Sequential cells grouped by signal name:
Scale bar: 20 um.
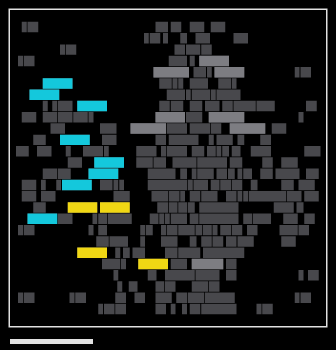
Signal wires on met2:
Scale bar: 20 um.
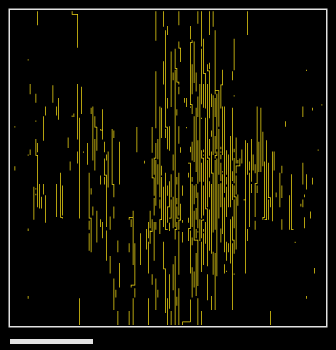
Gate families picked out:
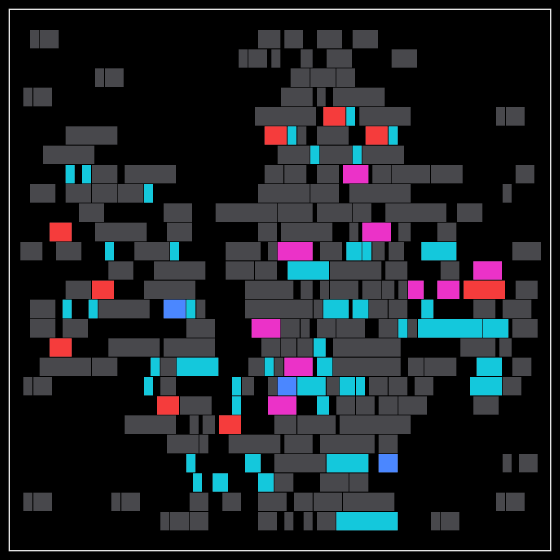
The metal 3 layer:
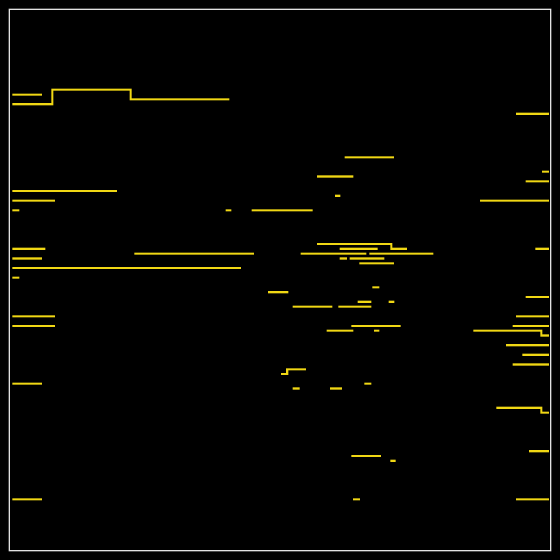
$ cat config.mk
export PLATFORM = sky130hd
export DESIGN_NAME = aes_round_sequencer_flat
export DESIGN_NICKNAME = d
export VERILOG_FILES = /design/src/rtl/aes_seq_if.sv /design/src/rtl/aes_round_sequencer.sv /design/src/flat_wrapper.sv
export SDC_FILE = /design/constraint.sdc
export NUM_CORES = 1
export LEC_CHECK = 0
export CAP_MARGIN = 0
export CORE_UTILIZATION = 25
export DETAILED_ROUTE_END_ITERATION = 12
export GPL_TIMING_DRIVEN = 0
export PLACE_DENSITY = 0.55
export SYNTH_ARGS = -nofsm -noshare
export SYNTH_HDL_FRONTEND = slang
export SYNTH_SLANG_ARGS = --single-unit
$ cat constraint.sdc
create_clock -name clk -period 1.9 [get_ports clk]
set_clock_uncertainty 0.15 [all_clocks]
set_input_delay 0.38 -clock clk [delete_from_list [all_inputs] [get_ports clk]]
set_output_delay 0.38 -clock clk [all_outputs]
set_load 0.02 [all_outputs]
$ cat src/rtl/aes_seq_if.sv
// aes_seq_if: command and strobe bundle between button logic, aes_round_sequencer and the AES datapath
interface aes_seq_if;
  logic start, abort, step_mode, step;
  logic ld_state, ark_en, kexp_en, sub_en, shift_en, mix_en, sbox_sel, busy, done;
  logic [3:0] sbox_grp, round, phase;
  logic [7:0] rcon;
  logic [15:0] cyc_cnt;
  modport master (
    output start, abort, step_mode, step,
    input ld_state, ark_en, kexp_en, sub_en, shift_en, mix_en, sbox_sel, busy, done,
    input sbox_grp, round, phase, rcon, cyc_cnt
  );
  modport slave (
    input start, abort, step_mode, step,
    output ld_state, ark_en, kexp_en, sub_en, shift_en, mix_en, sbox_sel, busy, done,
    output sbox_grp, round, phase, rcon, cyc_cnt
  );
endinterface

$ cat src/rtl/aes_round_sequencer.sv
// aes_round_sequencer: AES-128 round control FSM sharing one S-box; AES_SEQ_CYCLE_CNT_EN adds a run-latency counter
module aes_round_sequencer #(
  parameter int NR = 10,
  parameter int BPC = 4
) (
  input logic clk,
  input logic rst,
  aes_seq_if.slave bus
);
  localparam logic [3:0] SUB_LAST = 4'(16 / BPC - 1);
  localparam logic [3:0] KEXP_LAST = 4'((BPC >= 4 ? 1 : 4 / BPC) - 1);
  localparam logic [3:0] LAST_RND = 4'(NR);
  typedef enum logic [3:0] {IDLE, LOAD, ARK0, KEXP, SUB, SHIFT, MIX, ARK, PAUSE, DONE} state_e;
  state_e state_q, state_d;
  logic [3:0] cnt_q, cnt_d, round_q, round_d;
  logic [7:0] rcon_q, rcon_d;
  logic final_rnd, kill;
  assign final_rnd = round_q == LAST_RND;
  assign kill = bus.abort && state_q != IDLE;
  always_ff @(posedge clk) begin
    if (rst) begin
      state_q <= IDLE;
      cnt_q <= '0;
      round_q <= '0;
      rcon_q <= 8'h01;
    end else begin
      state_q <= state_d;
      cnt_q <= cnt_d;
      round_q <= round_d;
      rcon_q <= rcon_d;
    end
  end
  always_comb begin
    state_d = state_q;
    case (state_q)
      IDLE: state_d = bus.start ? LOAD : IDLE;
      LOAD: state_d = ARK0;
      ARK0: state_d = bus.step_mode ? PAUSE : KEXP;
      KEXP: state_d = cnt_q == KEXP_LAST ? SUB : KEXP;
      SUB: state_d = cnt_q == SUB_LAST ? SHIFT : SUB;
      SHIFT: state_d = final_rnd ? ARK : MIX;
      MIX: state_d = ARK;
      ARK: state_d = final_rnd ? DONE : bus.step_mode ? PAUSE : KEXP;
      PAUSE: state_d = bus.step ? KEXP : PAUSE;
      DONE: state_d = IDLE;
      default: state_d = IDLE;
    endcase
    if (kill) state_d = IDLE;
  end
  always_comb begin
    cnt_d = (state_d == state_q && (state_q == KEXP || state_q == SUB)) ? cnt_q + 4'd1 : '0;
    round_d = (kill || state_d == LOAD) ? '0 : (state_d == KEXP && state_q != KEXP) ? round_q + 4'd1 : round_q;
    rcon_d = state_d == LOAD ? 8'h01 :
             (state_q == KEXP && state_d == SUB) ? ({rcon_q[6:0], 1'b0} ^ (rcon_q[7] ? 8'h1B : 8'h00)) : rcon_q;
  end
  assign bus.ld_state = state_q == LOAD;
  assign bus.ark_en = state_q == ARK0 || state_q == ARK;
  assign bus.kexp_en = state_q == KEXP;
  assign bus.sub_en = state_q == SUB;
  assign bus.shift_en = state_q == SHIFT;
  assign bus.mix_en = state_q == MIX;
  assign bus.sbox_sel = state_q == KEXP;
  assign bus.sbox_grp = (state_q == KEXP || state_q == SUB) ? cnt_q : '0;
  assign bus.round = round_q;
  assign bus.rcon = rcon_q;
  assign bus.phase = state_q;
  assign bus.busy = state_q != IDLE;
  assign bus.done = state_q == DONE;
`ifdef AES_SEQ_CYCLE_CNT_EN
  logic [15:0] cyc_q, cyc_d;
  always_comb cyc_d = (state_q == IDLE && state_d == LOAD) ? '0 :
                      (state_q != IDLE && cyc_q != 16'hFFFF) ? cyc_q + 16'd1 : cyc_q;
  always_ff @(posedge clk) cyc_q <= rst ? '0 : cyc_d;
  assign bus.cyc_cnt = cyc_q;
`else
  assign bus.cyc_cnt = '0;
`endif
endmodule
$ cat src/flat_wrapper.sv
// flat-port wrapper written by rule: the top's interface ports become plain ports
module aes_round_sequencer_flat 
#(
  parameter int NR = 10,
  parameter int BPC = 4
)
  (clk, rst, bus_start, bus_abort, bus_step_mode, bus_step, bus_ld_state, bus_ark_en, bus_kexp_en, bus_sub_en, bus_shift_en, bus_mix_en, bus_sbox_sel, bus_busy, bus_done, bus_sbox_grp, bus_round, bus_phase, bus_rcon, bus_cyc_cnt);
  aes_seq_if bus_i ();
  input logic clk;
  input logic rst;
  input wire logic [$bits(bus_i.start)-1:0] bus_start;
  input wire logic [$bits(bus_i.abort)-1:0] bus_abort;
  input wire logic [$bits(bus_i.step_mode)-1:0] bus_step_mode;
  input wire logic [$bits(bus_i.step)-1:0] bus_step;
  output wire logic [$bits(bus_i.ld_state)-1:0] bus_ld_state;
  output wire logic [$bits(bus_i.ark_en)-1:0] bus_ark_en;
  output wire logic [$bits(bus_i.kexp_en)-1:0] bus_kexp_en;
  output wire logic [$bits(bus_i.sub_en)-1:0] bus_sub_en;
  output wire logic [$bits(bus_i.shift_en)-1:0] bus_shift_en;
  output wire logic [$bits(bus_i.mix_en)-1:0] bus_mix_en;
  output wire logic [$bits(bus_i.sbox_sel)-1:0] bus_sbox_sel;
  output wire logic [$bits(bus_i.busy)-1:0] bus_busy;
  output wire logic [$bits(bus_i.done)-1:0] bus_done;
  output wire logic [$bits(bus_i.sbox_grp)-1:0] bus_sbox_grp;
  output wire logic [$bits(bus_i.round)-1:0] bus_round;
  output wire logic [$bits(bus_i.phase)-1:0] bus_phase;
  output wire logic [$bits(bus_i.rcon)-1:0] bus_rcon;
  output wire logic [$bits(bus_i.cyc_cnt)-1:0] bus_cyc_cnt;
  assign bus_i.start = bus_start;
  assign bus_i.abort = bus_abort;
  assign bus_i.step_mode = bus_step_mode;
  assign bus_i.step = bus_step;
  assign bus_ld_state = bus_i.ld_state;
  assign bus_ark_en = bus_i.ark_en;
  assign bus_kexp_en = bus_i.kexp_en;
  assign bus_sub_en = bus_i.sub_en;
  assign bus_shift_en = bus_i.shift_en;
  assign bus_mix_en = bus_i.mix_en;
  assign bus_sbox_sel = bus_i.sbox_sel;
  assign bus_busy = bus_i.busy;
  assign bus_done = bus_i.done;
  assign bus_sbox_grp = bus_i.sbox_grp;
  assign bus_round = bus_i.round;
  assign bus_phase = bus_i.phase;
  assign bus_rcon = bus_i.rcon;
  assign bus_cyc_cnt = bus_i.cyc_cnt;
  aes_round_sequencer #(.NR(NR), .BPC(BPC)) u_core (.clk(clk), .rst(rst), .bus(bus_i));
endmodule
==> impl_metrics.env <==
# source this file to load flow results
export IMPL_clkTransAtPathRegs_ps=80
export IMPL_grt_pass1_vias=1289
export IMPL_edf_count=0
export IMPL_crit_start="u_core.bus.phase[2]"
export IMPL_routed_top_layer="met4"
export IMPL_fin_crit_ps=2140
export IMPL_drv_cap=0
export IMPL_grt_usage=0.130
export IMPL_drv_slew=0
export IMPL_power_leakage_nw=1.08
export IMPL_warnings=31
export IMPL_cts_tree="yes"
export IMPL_ant_nets=0
export IMPL_synth_cell_type_count=45
export IMPL_yosys_area_sq_um=1380
export IMPL_htreeDepth=1
export IMPL_critical_path_endpoint_type="flip-flop"
export IMPL_startpoint_type="flip-flop"
export IMPL_setup_viol=23
export IMPL_endpoint="u_core.bus.round[1]"
export IMPL_cts_buffer_depth=2
export IMPL_ys_top_cells_by_count="26 x nor2_1, 20 x dfxtp_1, 17 x buf_4"
export IMPL_synth_cell_area_sq_um=1380
export IMPL_firstDrtPassIters=4
export IMPL_initialDrtViolationCount=65
export IMPL_cts_sinks=20
export IMPL_report_final_hold_viol_count=0
export IMPL_adder_share=0.0364
export IMPL_portBuffers=34
export IMPL_grt_ovfl_total=0
export IMPL_syn_instance_count=169
export IMPL_met2WireLength_mm=2.06
export IMPL_critPathKind="reg2reg"
export IMPL_setup_ws_ps=-237
export IMPL_ys_sh_aoi=0.139
export IMPL_grt_setup_unrepaired="true"
export IMPL_lay_top_cells="44 x buf_4, 23 x nor2_1, 16 x conb_1"
export IMPL_clock_latency_ps=260
export IMPL_cts_setup_buffers=16
export IMPL_violations="negative setup slack"
export IMPL_top_power_group="combinational cells"
export IMPL_ctsResizeCount=94
export IMPL_wl_per_cell_um=13.4
export IMPL_ys_warn_count=0
export IMPL_critical_path_max_fanout=4
export IMPL_fmax_mhz=468
export IMPL_lay_top_count="buf_4"
export IMPL_synth_mux_area_fraction=0.0509
export IMPL_grt_max_degree=12
export IMPL_cts_buffers=3
export IMPL_status="finished, violations left"
export IMPL_fin_crit_sh=1.12
export IMPL_reg2reg_slack_ps=-240
export IMPL_reg2regPathDepth=8
export IMPL_async_flop_share=0
export IMPL_p_switching_mw=0.447
export IMPL_grt_pass1_wl_mm=6.13
export IMPL_pg_comb_mw=0.573
export IMPL_routed_via_density=4.62
export IMPL_largest_register_ffs=8
export IMPL_synth_simple_area_share=0.274
export IMPL_num_antenna_cells=0
export IMPL_p_sw_frac=0.331
export IMPL_fin_nets=258
export IMPL_place_congestion=0.810
export IMPL_worstPathArrival_ps=2160
export IMPL_r2r_start="u_core.bus.phase[2]"
export IMPL_drive_gt1_frac=0.437
export IMPL_wl_met3_um=309
export IMPL_top_area_cell="dfxtp_1"
About 'sequential cells grouped by signal name':
colour	signal	placed flops
cyan	u_core.bus.rcon	8
yellow	u_core.cnt_q	4
not coloured	8
sequential cell area share: 0.171
sequential cell area: 417 sq um
final core utilization: 0.469
seq pwr: 0.445 mW

About 'signal wires on met2':
share of all routed wire	49%
longest straight run	37.7 um
WL final: 4.25 mm
DR vias: 1464
met2 usage: 0.212

About 'gate families picked out':
colour	family	cells
red	xor and xnor cells	9
cyan	nor cells	44
magenta	and/or cells	9
blue	non-inverting ao/oa cells	3
Cell Count, Final, Fillers Out: 317
logic share of the area: 0.438

About 'the metal 3 layer':
share of all routed wire	7.3%
longest straight run	32.0 um
nets with wire on the layer	45
main direction	horizontal

## metrics by stage
step / cell area (sq um) / hold WS, ps / std cells / setup TNS, ps
finish: 2440 / 360 / 317 / -2930
detailed placement: 1940 / 331 / 288 / -13990
global route: 2440 / 398 / 317 / -4830
global placement: 1940 / 328 / 288 / -13780
CTS: 2180 / 340 / 306 / -2540
floorplan: 1510 / 293 / 184 / -1580
## layout make-up
type / count / area (sq um)
multi-input cells: 130 / 1070
flip-flops and latches: 20 / 417
well taps: 70 / 87.6
clock buffers: 4 / 55.1
plain buffers: 23 / 196
repair buffers: 61 / 582
inverters: 9 / 33.8
fillers: 508 / 2760
## worst max-delay path: stages, from the launching register on
cell      delay (ps)
dfxtp_2          330
buf_6            120
or4b_4           500
a21oi_4          200
buf_6            130
o311ai_4         110
a21oi_2          250
nor2_1            60
a311oi_1         190
Power figures rest on the tool's default switching activity, not on a simulated workload.
